Design me_dmem_access, sky130hd; sources not shown.
### Supply network, run 1

Pins as bars on the die edge. Tap cells in grey.
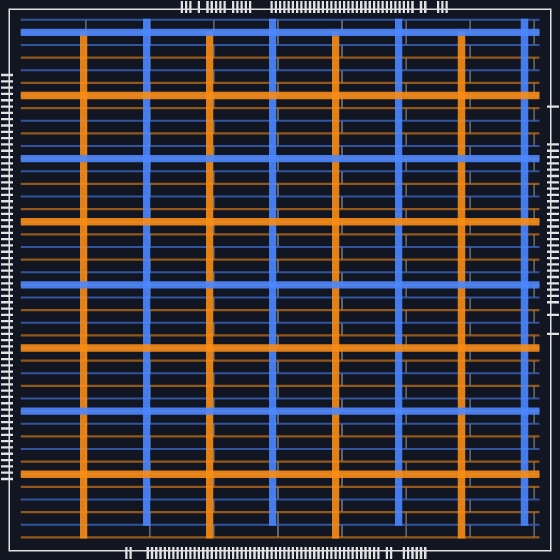
- orange: VSS
- blue: VDD
- met1 rails: 42
- signal pins: 212
- met5 straps: 8
- rows: 41
Die H: 116.3 um
Die Wd: 116.3 um
Peak VDD IR: 0.3715 mV
Core Area: 0.01247 mm2

### Cell outlines without signal wires, run 1

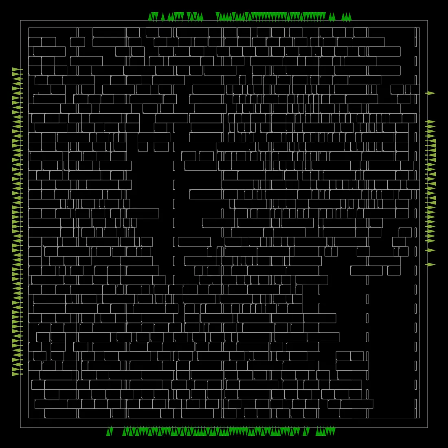
Layout fillers: 917
Final Non-Filler Cells: 894
num tapcells: 172
Seq cells: 117

### Clock distribution, run 1

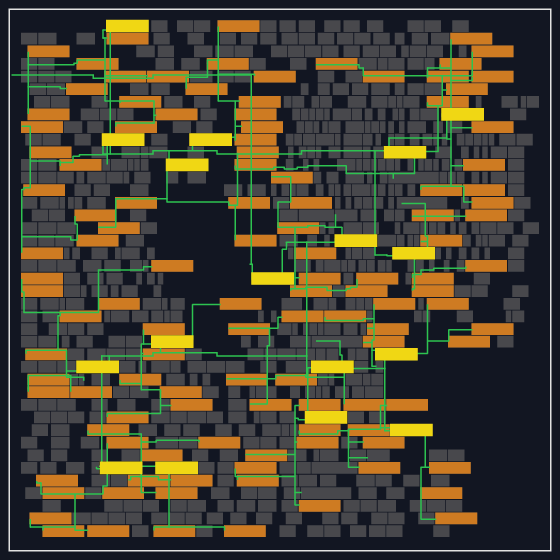
- green: clock wires (length 1650 um)
- yellow: clock drivers (count 17)
- orange: flip-flops (count 117)
- routed clock nets: 18
- flops lie: spread over the die
Clk pwr share: 0.296
Clock Power: 1.53 mW

==> impl_metrics.json, run 1 <==
{
  "status": "finished, final reports clean",
  "synth_flops": 117,
  "finalHoldViolCount": 0,
  "ctsHtreeMaxLevel": 4,
  "grt_pass1_wl_mm": 26.03,
  "clk_pin_slew_ps": 60,
  "clockRootBuffer": "clkbuf_16",
  "placed_cells": 862,
  "path_max_fanout": 10,
  "slowest_stage": "clkdlybuf4s50_1",
  "cts_tree": "built",
  "crit_type": "in -> out",
  "clkLatencyLatePin_ps": 420,
  "finalCritPeriodShare": 0.7663,
  "reg2regPathDepth": 6,
  "setup_viol": 0,
  "slew_headroom": 0.5843,
  "power.leakage_nw": 3.610,
  "core.rowCount": 41,
  "synth_area_mm2": 0.005553,
  "crit_path_end_kind": "output pin",
  "grt_max_degree": 63,
  "post_cts_resized": 0,
  "vias_per_cell": 5.341,
  "top_area_frac": 0.5273,
  "vias": 4775,
  "drive_gt1_frac": 0.1648,
  "synth.area.top_cells": "dfrtp_1 53%, mux2_1 9.7%, mux2_2 9.7%",
  "first_global_vias": 4973,
  "die-area_mm2": 0.01354,
  "cts_setup_buffers": 0,
  "ys_types": 47,
  "numCtsBuffers": 17,
  "tightest_slew_ps": 623.5,
  "first_pass_iters": 7,
  "fp_util": 0.4454,
  "io_pins": 212,
  "yosysWarnings": 0,
  "layout_top_cells": "209 x clkdlybuf4s50_1, 117 x dfrtp_1, 48 x mux2_2, 48 x mux2_1, 48 x nand2_1",
  "start_kind": "input port",
  "crit_arrival_ps": 2870,
  "path_delay_family": "buffers and inverters",
  "dpl.hpwl_mm": 11.81,
  "layout_top_cell": "clkdlybuf4s50_1",
  "syn_to_final_growth_pct": 53.65,
  "largest_area_cell": "dfrtp_1",
  "hold_slack_ps": 464.0,
  "rsz0062_at_grt": "no",
  "ys_seq_share": 0.5273,
  "openroad.warnings": 27,
  "finalWirelength_mm": 16.79,
  "antenna_left": 0,
  "synth_area_per_cell_um2": 11.59,
  "ys_async_sr_fraction": 1.000,
  "gr-total-overflow": 0,
  "cts_sinks": 117,
  "nets": 816,
  "synth_cells": 479,
  "fmax_mhz": 303.5,
  "dpl_worst_slack_ps": 1028,
  "cts_buffer_depth": 2,
  "antenna_found_initial": 0,
  "drt_first_iter_violations": 336,
  "r2r_slack_ps": 2390,
  "place_congestion": 0.9209,
  "p_per_area_mw_per_mm2": 606.0,
  "slowest_delay_ps": 590,
  "route.detailed.drc": 0,
  "wl_per_cell_um": 18.78,
  "utilization": 0.6844,
  "path_cells": "clkdlybuf4s50_1 -> nor2_4 -> a21oi_2 -> nor4_2 -> buf_4 -> buf_6 -> or2_1 -> clkdlybuf4s50_1",
  "edf_count": 0,
  "min_period_ps": 3295,
  "critical_path_required_ps": 3870,
  "yosys_area_mm2": 0.005553,
  "tns_ps": 0,
  "ff_type": "dfrtp_1",
  "numPortBuffers": 209,
  "layout_setup_ws_ps": 1005,
  "drv_cap": 0,
  "cp.depth": 8,
  "skew_ps": 7.201,
  "timing.critical_path.buf_inv": 4,
  "diodes": 0,
  "yosys_cells": 479,
  "slew_violations": 0,
  "crit_path_frequent_cell": "clkdlybuf4s50_1",
  "cts_hold_buf": 0,
  "worst_hold_path_type": "in -> async",
  "grt.total_usage": 0.2548
}
## run 1: through the flow
stage	cell area (um2)	power, mW
2_1_floorplan	5557	2.530
3_3_place_gp	7864	3.541
3_5_place_dp	7896	3.621
4_1_cts	8532	5.194
5_1_grt	8532	5.416
6_report	8532	5.170
## run 1: metal layers
metal,vias up,GRT usage,routed length [um],part of all wire
met5,-,0,0,0
met4,0,0.1008,571,0.034
met3,52,0.09808,1590,0.095
met2,268,0.4372,8511,0.51
met1,2298,0.2867,6117,0.36
li1,2157,-,-,-
## run 1: synth_stat cells (3+ instances only)
cell and count:
or2_2 8, o221a_2 7, clkbuf_1 14, mux2i_1 11, nand3b_1 8, buf_2 7
a21oi_1 10, buf_6 5, nand2_1 48, inv_1 11, nand2b_1 3, o21bai_1 4
dfrtp_1 117, nor3_1 9, nor2_1 16, o21ai_0 22, a31oi_1 8, and3_1 3
mux2_2 48, mux2_1 48, buf_4 4, nand3_1 36
## run 1: report_power, final
part | total [mW] | switching (mW) | internal (mW)
registers | 1.74 | 0.243 | 1.50
logic | 1.89 | 0.810 | 1.08
clock network | 1.53 | 0.504 | 1.03
total | 5.17 | 1.56 | 3.61
## run 1: layout make-up
cell class | count | area, um2
fill | 917 | 3934
sequential | 117 | 2928
multi-input combinational | 321 | 2410
timing repair buffer | 210 | 2120
clock buffer | 23 | 488.0
tap | 172 | 215.2
buffer | 31 | 177.7
clock inverter | 9 | 147.6
inverter | 11 | 46.29
## run 1: kinds of logic after synthesis
family,synth area share
adder cells (fa/ha/maj),0.004506
other,0.0006753
AND/OR/NAND/NOR,0.1334
multiplexers,0.2145
AND-OR/OR-AND,0.07391
flip-flops,0.5273
buffers and inverters,0.03943
XOR/XNOR,0.006310
## Run 2: what changed since run 1
--- a/config.mk
+++ b/config.mk
@@ -7,11 +7,11 @@
 export LEC_CHECK = 0
 export CAP_MARGIN = 20
 export CORE_MARGIN = 2
-export CORE_UTILIZATION = 44
+export CORE_UTILIZATION = 40
 export CTS_CLUSTER_DIAMETER = 100
 export DETAILED_ROUTE_END_ITERATION = 6
 export GPL_TIMING_DRIVEN = 0
-export PLACE_DENSITY = 0.89
+export PLACE_DENSITY = 0.86
 export SLEW_MARGIN = 20
 export SYNTH_ARGS = -nofsm -noshare
 export SYNTH_HDL_FRONTEND = slang
==> constraint.sdc (replaced) <==
create_clock -name clk -period 2.9 [get_ports clk]
set_input_delay 0.29 -clock clk [delete_from_list [all_inputs] [get_ports clk]]
set_output_delay 0.29 -clock clk [all_outputs]
set_load 0.01 [all_outputs]
### Clock distribution, run 2

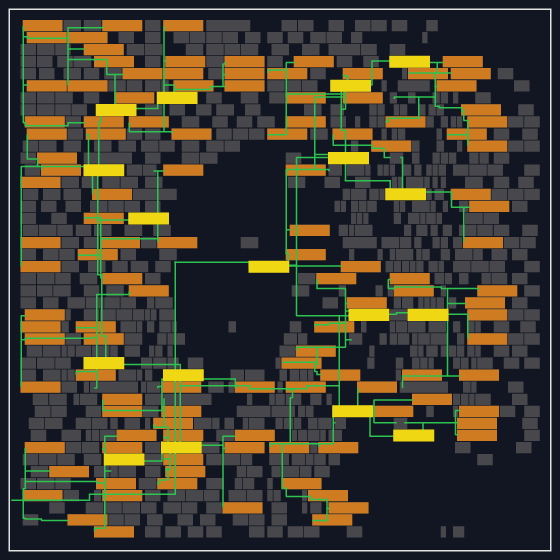
- green: clock wires (length 1530 um)
- yellow: clock drivers (count 17)
- orange: flip-flops (count 117)
- flops lie: spread over the die
- routed clock nets: 18
Clock Skew: 8.637 ps
Clock Power: 2.22 mW

### The metal 2 layer, run 2

Scale bar: 20 um.
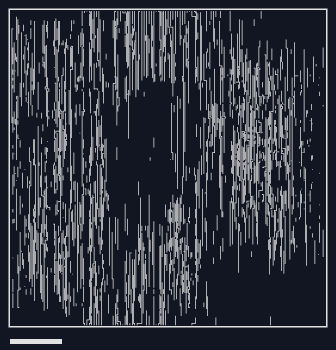
- longest straight run: 45.2 um
- wire length on this layer: 8310 um
- share of all routed wire: 50%
Vias: 4749
total wire length: 16.63 mm
GR Util met2: 0.3799

==> run 2 against run 1 <==
Sequential power rose by 48%. Clock-buffer cell count fell by 6. Largest cell class unchanged. Highest routed layer unchanged. Largest power group unchanged. Non-clock buffer count rose by 6.
==> impl_metrics.json, run 2 <==
{
  "path_max_fanout": 10,
  "crit_path_end_kind": "output pin",
  "ys_seq_share": 0.5273,
  "ys_types": 47,
  "synth_flops": 117,
  "nets": 822,
  "gr-total-overflow": 0,
  "cts_hold_buf": 0,
  "edf_count": 0,
  "tns_ps": 0,
  "clk_pin_slew_ps": 50,
  "place_congestion": 0.9042,
  "cts_tree": "built",
  "ir_drop_mv": 0.6183,
  "cts_buffer_depth": 2,
  "die_h_um": 121.8,
  "grt_pass1_wl_mm": 25.84,
  "path_cells": "clkdlybuf4s50_1 -> o21ai_1 -> a21oi_2 -> nor4_4 -> buf_6 -> buf_6 -> or2_1 -> clkdlybuf4s50_1",
  "p_per_area_mw_per_mm2": 879.2,
  "layout_setup_ws_ps": 209.1,
  "r2r_slack_ps": 950,
  "fp_util": 0.4047,
  "grt.total_usage": 0.2284,
  "synthTopCellsByCount": "117 x dfrtp_1, 48 x mux2_1, 48 x mux2_2, 48 x nand2_1, 36 x nand3_1",
  "io_pins": 212,
  "timing.critical_path.buf_inv": 4,
  "ys_sh_xor": 0.006309,
  "yosys_area_mm2": 0.005553,
  "synth.logic.top_family": "multiplexers",
  "dpl_worst_slack_ps": -139.5,
  "synthAoiAreaFrac": 0.07391,
  "power.leakage_nw": 3.659,
  "yosys.area_share.simple": 0.1334,
  "layout_top_cells": "208 x clkdlybuf4s50_1, 117 x dfrtp_1, 48 x mux2_2, 48 x mux2_1, 48 x nand2_1",
  "setup_viol": 0,
  "syn_to_final_growth_pct": 55.59,
  "reg2regPathDepth": 6,
  "ff_type": "dfrtp_1",
  "dpl.hpwl_mm": 12.52,
  "grt_max_degree": 30,
  "largest_area_cell": "dfrtp_1",
  "start_kind": "input port",
  "cp.depth": 8,
  "clockRootBuffer": "clkbuf_16",
  "drv_cap": 0,
  "core.rowCount": 43,
  "numPortBuffers": 209,
  "vias_per_cell": 5.230,
  "synth_cells": 479,
  "diodes": 0,
  "layoutNonFillerInstCount": 908,
  "wl_per_cell_um": 18.31,
  "tightest_slew_ps": 649.7,
  "clkLatencyLatePin_ps": 410,
  "min_period_ps": 2691,
  "drt_first_iter_violations": 330,
  "synth.area.top_cells": "dfrtp_1 53%, mux2_1 9.7%, mux2_2 9.7%",
  "openroad.warnings": 27,
  "ys_async_sr_fraction": 1.000,
  "status": "finished, final reports clean",
  "numCtsBuffers": 17,
  "yosysWarnings": 0,
  "finalCritPeriodShare": 0.9279,
  "first_pass_iters": 5,
  "crit_arrival_ps": 2400,
  "antenna_left": 0,
  "crit_type": "in -> out",
  "ctsHtreeMaxLevel": 4,
  "dieWidth_um": 121.8,
  "core_mm2": 0.01372,
  "slew_violations": 0,
  "cts_sinks": 117,
  "placed_cells": 873,
  "top_area_frac": 0.5273,
  "slew_headroom": 0.5669,
  "rsz0062_at_grt": "no",
  "yosys_cells": 479,
  "mux_area_frac": 0.2145,
  "path_delay_family": "buffers and inverters",
  "route.detailed.drc": 0,
  "critical_path_required_ps": 2610,
  "synth_area_mm2": 0.005553,
  "first_global_vias": 5053,
  "slowest_stage": "clkdlybuf4s50_1",
  "worst_hold_path_type": "in -> async",
  "slowest_delay_ps": 540,
  "finalHoldViolCount": 0,
  "drive_gt1_frac": 0.1745,
  "antenna_found_initial": 0,
  "synth_area_per_cell_um2": 11.59,
  "layout_top_cell": "clkdlybuf4s50_1",
  "fmax_mhz": 371.6,
  "synth_top_cell_by_count": "dfrtp_1",
  "die-area_mm2": 0.01484,
  "adder_share": 0.004507
}
==> run 2: what timing repair did <==
item,4_1_cts,5_1_grt
setup endpoints to repair,1,1
buffers inserted,1,2
pin swaps,1,0
resized,1,2
==> run 2: metal layers <==
layer  global-route usage  up-vias  wire (um)
li1                     -     2174          -
met1               0.2583     2315       6328
met2               0.3799      228       8309
met3              0.08708       32       1590
met4               0.1099        0        396
met5                    0        -          0
==> run 2: through the flow <==
stage | util | area (um2) | hold slack, ps | total power, mW
6_report | 0.6297 | 8640 | 285.1 | 7.596
3_3_place_gp | 0.5742 | 7878 | 467.4 | 5.267
2_1_floorplan | - | 5560 | 424.7 | 3.752
5_1_grt | 0.6297 | 8640 | 329.1 | 7.997
4_1_cts | 0.6278 | 8613 | 275.3 | 7.649
3_5_place_dp | 0.5811 | 7973 | 474.0 | 5.385
==> run 2: kinds of logic (layout without fill, tap and decap cells) <==
kind of cell    after synthesis  in the layout
simple gates                145            145
fa+ha+maj                     2              2
flops                       117            117
mux                         107            107
compound gates               61             61
xor+xnor                      4              4
other cells                   1              2
buf+inv                      42            290
==> run 2: cell type report <==
cell class	count	area (um2)
clock buffers	17	425.4
multi-input cells	321	2419
well taps	180	225.2
inverters	11	45.04
fillers	1074	5080
plain buffers	31	181.4
repair buffers	216	2212
flip-flops and latches	117	2928
clock inverters	15	203.9
==> run 2: power breakdown <==
| group | switching (mW) | internal [mW] |
|---|---|---|
| clock | 0.775 | 1.44 |
| sequential | 0.353 | 2.23 |
| combinational | 1.18 | 1.62 |
| total | 2.31 | 5.29 |
==> run 2: worst reg2reg max path, cell delays in order (launching register included) <==
cell and delay [ps]:
dfrtp_1 470, and4b_1 280, buf_4 170, nand2_4 110, a2111o_1 510, buf_2 240, nand3_1 90
No activity file was given, so power comes from the tool's default toggle rates.
